## src/rtl/pic_pkg.sv

```systemverilog
// Shared types and helpers for the interrupt acknowledge sequencer.
package pic_pkg;

    typedef enum logic [1:0] {
        ST_IDLE = 2'd0,
        ST_ACK1 = 2'd1,
        ST_ACK2 = 2'd2,
        ST_ACK3 = 2'd3
    } state_e;

    localparam logic [7:0] CALL_OPCODE    = 8'hCD;
    localparam logic [2:0] SPURIOUS_LEVEL = 3'd7;

    function automatic logic [7:0] level_onehot(input logic [2:0] lvl);
        return 8'b1 << lvl;
    endfunction

    // Bits 0..lvl set: every level at or above lvl in priority.
    function automatic logic [7:0] upto_mask(input logic [2:0] lvl);
        logic [7:0] oh;
        oh = level_onehot(lvl);
        return (oh << 1) - 8'd1;
    endfunction

endpackage

```

## src/rtl/inta_edge_sync.sv

```systemverilog
// Two-flop synchroniser for INTA# with fall/rise event pulses.
module inta_edge_sync (
    input  logic clock,
    input  logic reset_n,
    input  logic inta_n,
    output logic fall,
    output logic rise
);

    logic sync1_q, sync1_d;
    logic sync2_q, sync2_d;
    logic dly_q, dly_d;

    always_comb begin
        sync1_d = inta_n;
        sync2_d = sync1_q;
        dly_d   = sync2_q;
    end

    always_ff @(posedge clock or negedge reset_n) begin
        if (!reset_n) begin
            sync1_q <= 1'b1;
            sync2_q <= 1'b1;
            dly_q   <= 1'b1;
        end else begin
            sync1_q <= sync1_d;
            sync2_q <= sync2_d;
            dly_q   <= dly_d;
        end
    end

    assign fall = dly_q & ~sync2_q;
    assign rise = ~dly_q & sync2_q;

endmodule

```

## src/rtl/interrupt_ack_sequencer.sv

```systemverilog
// 8259-style INTA sequencer: ISR set/clear and vector bytes for 8080/8086 modes.
import pic_pkg::*;

module interrupt_ack_sequencer (
    input  logic       clock,
    input  logic       reset_n,
    input  logic       inta_n,
    input  logic       mode_8086,
    input  logic       auto_eoi,
    input  logic       interval4,
    input  logic [2:0] icw1_addr,
    input  logic [7:0] icw2,
    input  logic       chosen_valid,
    input  logic [2:0] chosen_level,
    input  logic       eoi_valid,
    input  logic       eoi_specific,
    input  logic [2:0] eoi_level,
    output logic       int_out,
    output logic [7:0] isr,
    output logic [7:0] clr_irr,
    output logic [7:0] vector_data,
    output logic       vector_oe
);

    logic inta_fall, inta_rise;

    inta_edge_sync u_sync (
        .clock   (clock),
        .reset_n (reset_n),
        .inta_n  (inta_n),
        .fall    (inta_fall),
        .rise    (inta_rise)
    );

    state_e     state_q, state_d;
    logic [2:0] level_q, level_d;
    logic       spur_q, spur_d;
    logic [7:0] isr_q, isr_d;
    logic [7:0] clr_q, clr_d;
    logic [7:0] data_q, data_d;
    logic       oe_q, oe_d;
    logic       int_q, int_d;
    logic       set_en, final_rise;
    logic [7:0] eoi_clr;

    always_comb begin
        state_d    = state_q;
        level_d    = level_q;
        spur_d     = spur_q;
        oe_d       = oe_q;
        set_en     = 1'b0;
        final_rise = 1'b0;
        unique case (state_q)
            ST_IDLE: begin
                if (inta_fall) begin
                    level_d = chosen_valid ? chosen_level : SPURIOUS_LEVEL;
                    spur_d  = ~chosen_valid;
                    set_en  = chosen_valid;
                    state_d = ST_ACK1;
                    oe_d    = ~mode_8086;
                end
            end
            ST_ACK1: begin
                if (inta_fall) begin
                    state_d = ST_ACK2;
                    oe_d    = 1'b1;
                end else if (inta_rise) begin
                    oe_d = 1'b0;
                end
            end
            ST_ACK2: begin
                if (inta_rise) begin
                    oe_d = 1'b0;
                    if (mode_8086) begin
                        state_d    = ST_IDLE;
                        final_rise = 1'b1;
                    end
                end else if (inta_fall && !mode_8086) begin
                    state_d = ST_ACK3;
                    oe_d    = 1'b1;
                end
            end
            ST_ACK3: begin
                if (inta_rise) begin
                    oe_d       = 1'b0;
                    state_d    = ST_IDLE;
                    final_rise = 1'b1;
                end
            end
            default: state_d = ST_IDLE;
        endcase
    end

    // EOI clears go in first so a same-cycle INTA set wins on a shared bit.
    always_comb begin
        eoi_clr = 8'h00;
        if (eoi_valid) begin
            eoi_clr = eoi_specific ? level_onehot(eoi_level)
                                   : isr_q & (~isr_q + 8'd1);
        end
        isr_d = isr_q & ~eoi_clr;
        if (final_rise && auto_eoi && !spur_q) begin
            isr_d = isr_d & ~level_onehot(level_q);
        end
        if (set_en) begin
            isr_d = isr_d | level_onehot(level_d);
        end
        clr_d = set_en ? level_onehot(level_d) : 8'h00;
        int_d = (state_d == ST_IDLE) && chosen_valid &&
                ~|(isr_d & upto_mask(chosen_level));
    end

    always_comb begin
        data_d = 8'h00;
        if (oe_d) begin
            unique case (state_d)
                ST_ACK1: data_d = CALL_OPCODE;
                ST_ACK2: begin
                    if (mode_8086)
                        data_d = {icw2[7:3], level_d};
                    else if (interval4)
                        data_d = {icw1_addr, level_d, 2'b00};
                    else
                        data_d = {icw1_addr[2:1], level_d, 3'b000};
                end
                ST_ACK3: data_d = icw2;
                default: data_d = 8'h00;
            endcase
        end
    end

    always_ff @(posedge clock or negedge reset_n) begin
        if (!reset_n) begin
            state_q <= ST_IDLE;
            level_q <= 3'd0;
            spur_q  <= 1'b0;
            isr_q   <= 8'h00;
            clr_q   <= 8'h00;
            data_q  <= 8'h00;
            oe_q    <= 1'b0;
            int_q   <= 1'b0;
        end else begin
            state_q <= state_d;
            level_q <= level_d;
            spur_q  <= spur_d;
            isr_q   <= isr_d;
            clr_q   <= clr_d;
            data_q  <= data_d;
            oe_q    <= oe_d;
            int_q   <= int_d;
        end
    end

    assign int_out     = int_q;
    assign isr         = isr_q;
    assign clr_irr     = clr_q;
    assign vector_data = data_q;
    assign vector_oe   = oe_q;

endmodule

```

## config.mk

```make
export PLATFORM = sky130hd
export DESIGN_NAME = interrupt_ack_sequencer
export DESIGN_NICKNAME = d
export VERILOG_FILES = /design/src/rtl/pic_pkg.sv /design/src/rtl/inta_edge_sync.sv /design/src/rtl/interrupt_ack_sequencer.sv
export SDC_FILE = /design/constraint.sdc
export NUM_CORES = 1
export LEC_CHECK = 0
export CAP_MARGIN = 20
export CORE_MARGIN = 2
export CORE_UTILIZATION = 40
export CTS_BUF_LIST = sky130_fd_sc_hd__clkbuf_8 sky130_fd_sc_hd__clkbuf_16
export CTS_CLUSTER_SIZE = 24
export DETAILED_ROUTE_END_ITERATION = 12
export PLACE_DENSITY_LB_ADDON = 0.05
export SYNTH_ARGS = -nofsm -noshare
export SYNTH_HDL_FRONTEND = slang
export SYNTH_HIERARCHICAL = 1
export SYNTH_SLANG_ARGS = --single-unit
```

## constraint.sdc

```tcl
create_clock -name clock -period 3.57 [get_ports clock]
set_clock_uncertainty 0.05 [all_clocks]
set_input_delay 0.714 -clock clock [delete_from_list [all_inputs] [get_ports clock]]
set_output_delay 0.714 -clock clock [all_outputs]
set_load 0.005 [all_outputs]
```

**Run 1: clock network drawn from the DEF**

Drawn at 6 px/µm.
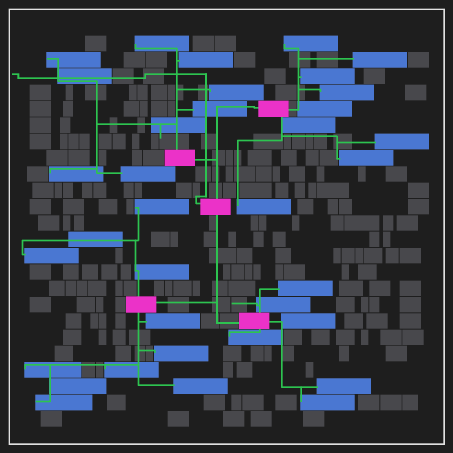
[clock wires] green | length: 439 µm
[clock-net drivers] magenta | count: 5
[flip-flops] blue | count: 35
flops lie	all over the die
routed clock nets	6

**Run 1: congestion heat map**

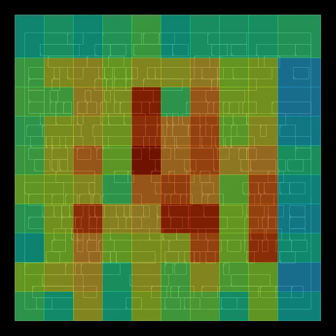
Core Util, Final: 57.6%
met3 Usage GRT: 4.44%
met1 Use GR: 24.9%
total track usage: 19.5%
grt met2 use: 32.4%

==> reports/metrics.cfg, run 1 <==
[pwr]
clkPwrFrac_pct=24.4
power_frac_comb_pct=34.6
power.switching_mw=0.422
switching_share_pct=32.2
combinationalPower_mw=0.453
p_seq_share_pct=41.0
max-vdd-ir-drop_uv=252
largestPowerGroup=registers

[layout]
layout-drive-gt1-share_pct=10.2
nonClkBufAreaFrac_pct=21.6
multiInputGateArea_um2=885
diodes=0
comb_cells=141
clkbuf_count=7
clock_cell_area_share_pct=4.09
instances_no_fill=308

[final_timing]
tns_ns=0
fin_crit_sh_pct=79.2
setup_viol=0
hold_viol=0

[global_route]
grt_most_used_layer=met2
grt_pass1_wl_um=7810
grt_max_degree=36

[placed_design]
place_congestion=0.928
place_area_um2=2440
dp_cells=300

[critical_path]
worstSetupStartpointType=input port
worst-r2r-cell-count=8
crit_fanout=9
crit_end=int_out$_DFF_PN0_
worst_setup_path_startpoint=eoi_specific

[status]
status=completed

[min_path]
hp-class=reg -> reg

[synthesis]
synth_cell_types=51
synth.most_common_cell=dfrtp_1
fp_nets=225
top_area_cell=dfrtp_1
ys_warn_count=6
top_cells_by_area=dfrtp_1, nor2_1, dfstp_2
syn-cell-area_um2=1860

[floorplanning]
die_area_um2=5220

[clock_tree]
clk_pin_slew_ns=0.07
cts_setup_buffers=0
cts_num_sinks=35
root_buffer=clkbuf_8

[routing]
ant_nets=0
wirelength_um=4680

[run]
cap_violations=0

**Run 1: logic cells by family**

Drawn at 4 px/µm.
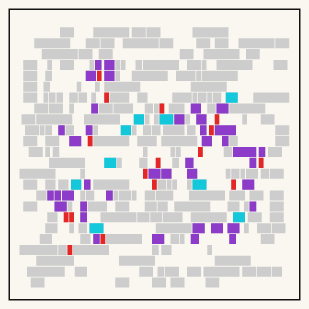
family	colour	cells
non-inverting ao/oa cells	cyan	9
inv cells	red	16
aoi and oai cells	purple	40

**Run 1: signal metal coverage by tile**

Drawn at 4 px/µm. The die is cut into 14 by 14 equal tiles; white is low, dark blue is high, scaled to the fullest tile. Values are wire area over tile area, all layers added.
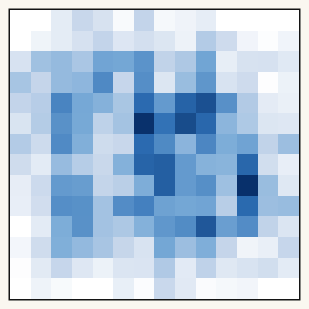
emptiest ninth of the die	north-east
tiles over half the peak	26%
densest ninth of the die	centre
fullest tile	0.43

-- run 1: critical path: cells and delay by family --
kind	cells	cell delay [ns]
buffers and inverters	1	0.56
and+or+nand+nor	3	1.02
muxes	1	0.30
AOI/OAI and AO/OA	2	0.38
-- run 1: state kept, by name, summed over array words and instances (netlist names) --
register and count:
clr_irr 8, isr 8, vector_data 8, level_q 3, state_q 2, int_out 1
spur_q 1, u_sync/dly_d 1, u_sync/dly_q 1, u_sync/sync1_q 1, vector_oe 1
-- run 1: logic make-up (layout without fill, tap and decap cells) --
logic type      count (synthesis)  after routing  share of synthesized area, %
buf+inv                        22             80                          5.24
compound gates                 49             49                          19.5
fa+ha+maj                       1              1                         0.672
flops                          35             35                          47.2
mux                             2              2                          1.14
simple gates                   89             89                          26.2
==> run 1 -> run 2 <==
Clock period 3.57 ns to 2.85 ns, I/O delays scaled along.
**Run 2: nets reached from selected ports**

Drawn at 6 px/µm.
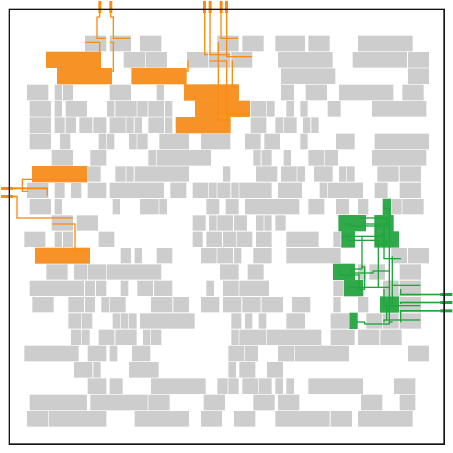
port	colour	bits	direction	edge	end cells	buffers	wire
vector_data	orange	8	output	6 north, 2 west	8	8	142 µm
eoi_level	green	3	input	east	11	6	165 µm

**Run 2: clock network drawn from the DEF**

Drawn at 6 px/µm.
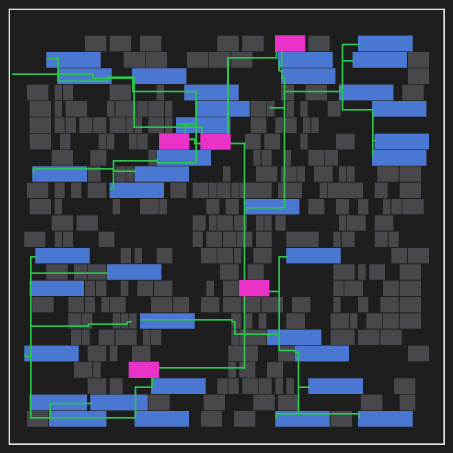
[flip-flops] blue | count: 35
[clock wires] green | length: 482 µm
[clock-net drivers] magenta | count: 5
flops lie	all over the die
routed clock nets	6

==> run 2 against run 1 <==
Against the previous run:
- design area increased by 4.4%
- worst setup slack got worse by 0.36 ns
- clock power increased by 6.6%
- sequential share of layout area decreased by 1.5 points
- non-clock buffer count increased by 18
- routed wire length increased by 2.2%
- die area unchanged
- first-iteration DRC count decreased by 28%
- area after synthesis unchanged
- synthesized cell count unchanged
==> reports/metrics.cfg, run 2 <==
[status]
status=completed  ; unchanged

[layout]
nonClkBufAreaFrac_pct=25.7  ; was 21.6%
utilization_pct=60.1  ; was 57.6%
clkbuf_count=5  ; was 7
instances_no_fill=326  ; was 308
layout-drive-gt1-share_pct=15.3  ; was 10.2%
comb_cells=141  ; unchanged
clock_cell_area_share_pct=3.06  ; was 4.09%
multiInputGateArea_um2=885  ; unchanged

[placed_design]
place_congestion=0.908  ; was 0.928
dp_cells=318  ; was 300

[synthesis]
synth.most_common_cell=dfrtp_1  ; unchanged
yosys.area_share.simple_pct=26.2  ; unchanged
adder_share_pct=0.672  ; unchanged
fp_nets=225  ; unchanged
ys_sh_mux_pct=1.14  ; unchanged
ys_warn_count=6  ; unchanged
top_logic_kind=simple AND/OR/NAND/NOR gates  ; unchanged
xor_share_pct=0  ; unchanged
synth_cell_types=51  ; unchanged
aoi_share_pct=19.5  ; unchanged
top_cells_by_area=dfrtp_1, nor2_1, dfstp_2  ; unchanged
syn-cell-area_um2=1860  ; unchanged

[critical_path]
crit_fanout=5  ; was 9
critical_path_buf_inv_count=1  ; unchanged
cp_top_family=simple AND/OR/NAND/NOR gates  ; unchanged
worstSetupStartpointType=input port  ; unchanged

[run]
cap_violations=0  ; unchanged

[global_route]
met1_usage_pct=26.3  ; was 24.9%
grt_max_degree=36  ; unchanged
track_usage_pct=20.0  ; was 19.5%
grtUsageMet2_pct=31.3  ; was 32.4%
use_met3_pct=4.72  ; was 4.44%
grt_most_used_layer=met2  ; unchanged
grt_pass1_wl_um=8120  ; was 7810 µm

[final_timing]
setup_viol=0  ; unchanged
hold_viol=0  ; unchanged
fin_crit_sh_pct=86.4
tns_ns=0  ; unchanged

[pwr]
max-vdd-ir-drop_uv=379  ; was 252 µV
clkPwrFrac_pct=21.2  ; was 24.4%
switching_share_pct=33.0  ; was 32.2%
combinationalPower_mw=0.595  ; was 0.453 mW
p_seq_share_pct=41.8  ; was 41.0%
largestPowerGroup=registers  ; unchanged

[routing]
wirelength_um=4780  ; was 4680 µm
ant_nets=0  ; unchanged

[floorplanning]
die_area_um2=5220  ; unchanged

[clock_tree]
cts_num_sinks=35  ; unchanged
clk_pin_slew_ns=0.07  ; about the same

==> run 2: worst paths after layout <==
path	startpoint	endpoint	slack (ns)	cells past startpoint
setup / recovery	eoi_specific	int_out$_DFF_PN0_	0.39	7
hold / removal	u_sync/sync1_q$_DFF_PN1_	u_sync/dly_d$_DFF_PN1_	0.31	0
setup reg to reg	u_sync/dly_q$_DFF_PN1_	int_out$_DFF_PN0_	0.46	7
hold reg to reg	u_sync/sync1_q$_DFF_PN1_	u_sync/dly_d$_DFF_PN1_	0.31	0
max in group asynchronous	reset_n	u_sync/dly_d$_DFF_PN1_	1.76	2
min in group asynchronous	reset_n	isr[0]$_DFF_PN0_	0.64	2
No activity file was given, so power comes from the tool's default toggle rates.
